Figure 1. Floorplan with the power grid (run 1).
(6 px per um) Pins as bars on the die edge.
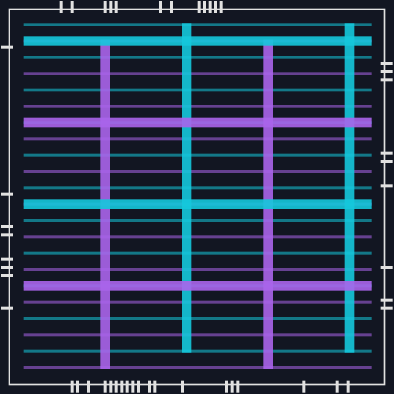
Figure 2. Clock wiring as the flow saved it (run 1).
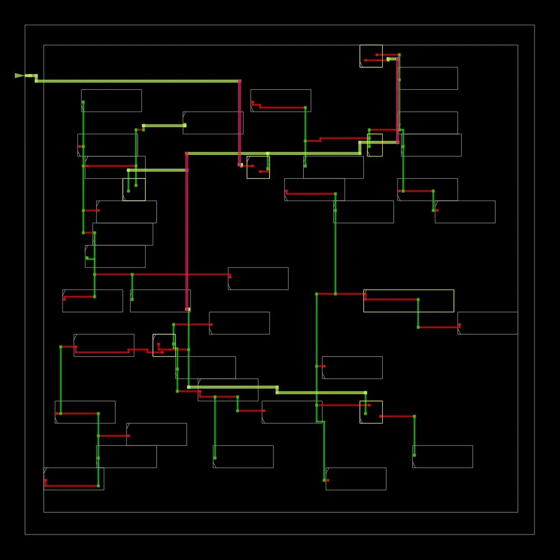
Figure 3. Wiring by layer (run 1).
(8 px per um)
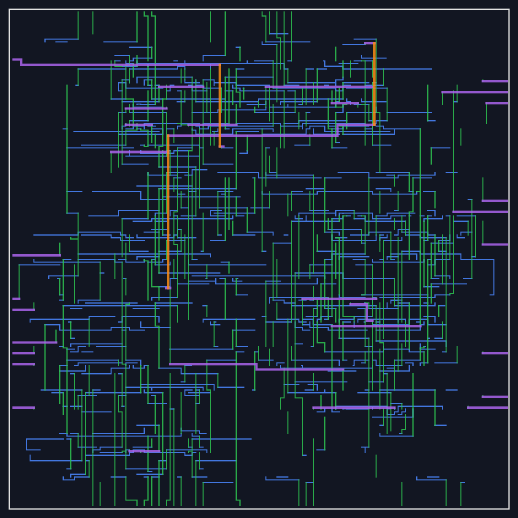
Design text_renderer, sky130hd; sources not shown.
==> qor.csv, run 1 <==
stage;metric;value;unit
detailed_routing;DR WL met3;218;um
synthesis;Synthesized Nets;257;
power_and_ir_drop;Int Pwr;732;uW
finish;combinational share of cell area;0.369;
global_routing;busiest grt layer;met2;
clocking;Latency at later pin;0.35;ns
setup_path;CP Depth;8;
finish;Comb area;838;um2
finish;Non-clock buffers;59;
sta;worst hold margin;0.387;ns
hold_path;hold depth;2;
setup_path;Top delay family on crit path;buffers and inverters;
synthesis;syn_area_per_cell;7.60;um2
die;Chip Area;0.00388;mm2
clocking;Max clock buf depth;2;
clocking;root buffer cell;clkbuf_4;
placement;HPWL after DPL;2.53;mm
power_and_ir_drop;sequential power share;0.490;
placement;Port Buffers;41;
sta;cycle use final;0.846;
clocking;Worst-path clk slew;0.10;ns
sta;Slew HR;0.803;
status;status;finished, final reports clean;
setup_path;Buffers & Inverters on Critical Path;2;
synthesis;Synth cell types;27;
synthesis;main flop type;dfxtp_1;
finish;most instantiated logic cell after routing;nand2_1;
placement;Placed Cells incl. Taps;315;
global_routing;met1 Resource Use GR;0.246;
synthesis;mux share;0;
synthesis;Yosys Chip Area;0.00173;mm2
finish;fin area;0.00227;mm2
detailed_routing;residual DRC count;0;
die;die width;62.3;um
power_and_ir_drop;peak supply drop;0.000280;V
setup_path;CP Class;flip-flop to output pin;
die;Tap Count;46;
## Picture notes: Figure 1
- VSS: purple
- VDD: cyan
- rows: 21
- met4 straps: 4
core region area: 0.00331 mm2
Die H: 62.3 um

## Picture notes: Figure 2
Clk. pwr: 338 uW
CTS Sinks: 33
clock buf count: 5
clock skew: 0.00696 ns
CTS buffer count: 5

## Picture notes: Figure 3
- metal 2: green (wire length 1610 um)
- metal 1: blue (wire length 1650 um)
- metal 3: purple (wire length 219 um)
- metal 4: orange (wire length 39.4 um)
via count: 1594
total wire length: 3.52 mm

Figure 4. Clock distribution (run 1).
(4 px per um)
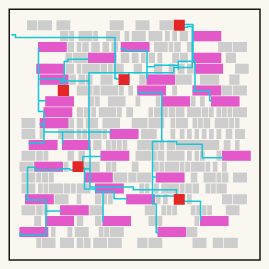

==> run 2, diff against run 1 <==
--- a/config.mk
+++ b/config.mk
@@ -7,7 +7,7 @@
 export LEC_CHECK = 0
 export ABC_AREA = 1
 export CORE_MARGIN = 2
-export CORE_UTILIZATION = 51
+export CORE_UTILIZATION = 47
 export CTS_CLUSTER_DIAMETER = 120
 export DETAILED_ROUTE_END_ITERATION = 8
 export GPL_ROUTABILITY_DRIVEN = 0
==> constraint.sdc (replaced) <==
create_clock -name clk -period 2.3 [get_ports clk]
set_input_delay 0.345 -clock clk [delete_from_list [all_inputs] [get_ports clk]]
set_output_delay 0.345 -clock clk [all_outputs]
set_load 0.005 [all_outputs]
Figure 5. Clock distribution (run 2).
(4 px per um)
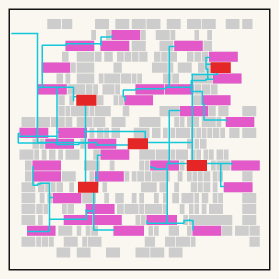
- clock drivers: red (count 5)
- flip-flops: magenta (count 33)
- clock wires: cyan (length 450 um)
- routed clock nets: 6
- flops lie: all over the die
Clk. pwr: 564 uW
clock skew: 0.00532 ns

==> run 2 against run 1 <==
Die area up 8.0%. Combinational power is 25% higher. Routed wire length decreased by 1.7%. Total power increased by 40%.
==> qor.csv, run 2 <==
stage;metric;value;unit;change
setup_path;CP Depth;8;;unchanged
finish;register area;663;um2;
die;Tap Count;48;;+4.3%
synthesis;main flop type;dfxtp_1;;
detailed_routing;residual DRC count;0;;unchanged
power_and_ir_drop;Pwr per Cell Area;588;mW/mm2;
sta;worst hold margin;0.366;ns;-0.0212 ns
finish;Non-clock buffers;59;;unchanged
finish;Final Util;0.644;;
synthesis;syn_area_per_cell;7.60;um2;unchanged
clocking;Worst-path clk slew;0.07;ns;-0.03 ns
global_routing;busiest grt layer;met2;;
synthesis;mux share;0;;unchanged
placement;HPWL after DPL;2.52;mm;-0.50%
global_routing;first-pass GRT wire length;6.00;mm;
status;status;finished, final reports clean;;
detailed_routing;total wire length;3.46;mm;-1.7%
sta;cycle use final;0.946;;
power_and_ir_drop;peak supply drop;0.000365;V;+30%
die;Chip Area;0.00419;mm2;+8.0%
sta;Slew HR;0.796;;-0.00701
power_and_ir_drop;sequential power share;0.442;;-0.048
synthesis;Yosys Chip Area;0.00173;mm2;unchanged
detailed_routing;Routed met1 length;1.57;mm;
die;core region area;0.00361;mm2;+8.9%
clocking;root buffer cell;clkbuf_8;;
die;die width;64.7;um;+3.9%
setup_path;Buffers & Inverters on Critical Path;2;;unchanged
hold_path;hold depth;2;;unchanged
synthesis;Synth top area share;0.381;;
clocking;Post-CTS Setup Bufs;0;;
detailed_routing;DR WL met3;197;um;-9.6%
clocking;Max clock buf depth;2;;unchanged
finish;clock buf count;7;;+2
finish;Comb area;838;um2;unchanged
synthesis;Synthesized Nets;257;;unchanged
finish;combinational share of cell area;0.361;;-0.00775
finish;fin area;0.00232;mm2;+2.1%
clocking;CTS Sinks;33;;unchanged
setup_path;CP peak stage delay;0.50;ns;
setup_path;CP Class;flip-flop to output pin;;
clocking;Latency at later pin;0.29;ns;-0.06 ns
detailed_routing;via count;1571;;-1.4%
placement;Port Buffers;41;;unchanged
clocking;CTS buffer count;5;;unchanged
Figure 6. Clock wiring as the flow saved it (run 2).
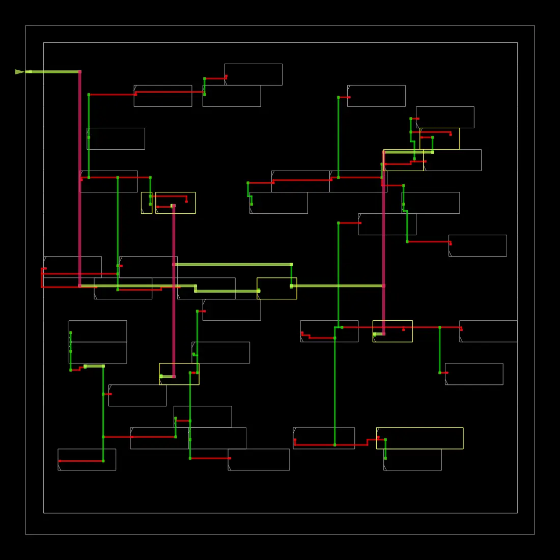

==> run 3, diff against run 2 <==
--- a/config.mk
+++ b/config.mk
@@ -13,6 +13,7 @@
 export GPL_ROUTABILITY_DRIVEN = 0
 export GPL_TIMING_DRIVEN = 0
 export PLACE_DENSITY_LB_ADDON = 0.25
+export SETUP_SLACK_MARGIN = 0.1
 export SYNTH_ARGS = -nofsm -noshare
 export SYNTH_HDL_FRONTEND = slang
 export SYNTH_SLANG_ARGS = --single-unit
Figure 7. Clock wiring as the flow saved it (run 3).
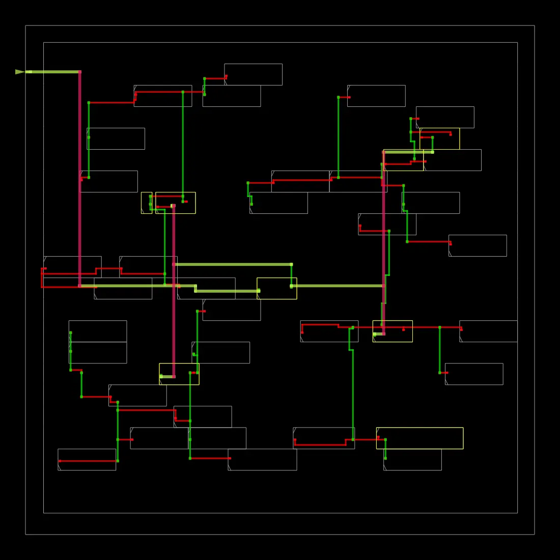
Latency at later pin: 0.29 ns
clock skew: 0.00529 ns

==> run 3 against run 2 <==
Via count up 1.5%. Routed wire length increased by 1.2%. Synthesized cell count unchanged. Critical endpoint unchanged. Largest cell class unchanged. Largest power group unchanged. Highest routed layer unchanged.
==> qor.csv, run 3 <==
stage;metric;value;unit;change
status;status;finished, final reports clean;;
detailed_routing;Routed met1 length;1.60;mm;+2.2%
sta;cycle use final;0.912;;-0.0339
detailed_routing;total wire length;3.50;mm;+1.2%
finish;combinational share of cell area;0.357;;-0.00430
synthesis;Synthesized Nets;257;;unchanged
synthesis;syn_area_per_cell;7.60;um2;unchanged
finish;clock buf count;7;;unchanged
finish;fin area;0.00236;mm2;+1.5%
finish;Comb area;841;um2;+0.30%
clocking;Worst-path clk slew;0.07;ns;about the same
power_and_ir_drop;Pwr per Cell Area;587;mW/mm2;-0.18%
power_and_ir_drop;Clk. pwr;568;uW;+0.7%
global_routing;first-pass GRT wire length;6.00;mm;unchanged
detailed_routing;via count;1595;;+1.5%
setup_path;Buffers & Inverters on Critical Path;2;;unchanged
finish;Final Util;0.654;;+0.00972
power_and_ir_drop;peak supply drop;0.000368;V;+0.78%
detailed_routing;residual DRC count;0;;unchanged
clocking;Post-CTS Setup Bufs;0;;unchanged
placement;HPWL after DPL;2.52;mm;unchanged
die;core region area;0.00361;mm2;unchanged
finish;Non-clock buffers;63;;+6.8%
setup_path;CP Depth;7;;-1
clocking;CTS buffer count;5;;unchanged
power_and_ir_drop;sequential power share;0.436;;-0.006
finish;register area;666;um2;+0.38%
sta;Slew HR;0.794;;-0.00245
synthesis;Synth top area share;0.381;;unchanged
die;Tap Count;48;;unchanged
clocking;Max clock buf depth;2;;unchanged
setup_path;CP peak stage delay;0.49;ns;about the same
clocking;root buffer cell;clkbuf_8;;
die;Chip Area;0.00419;mm2;unchanged
hold_path;hold depth;2;;unchanged
Power figures rest on the tool's default switching activity, not on a simulated workload.
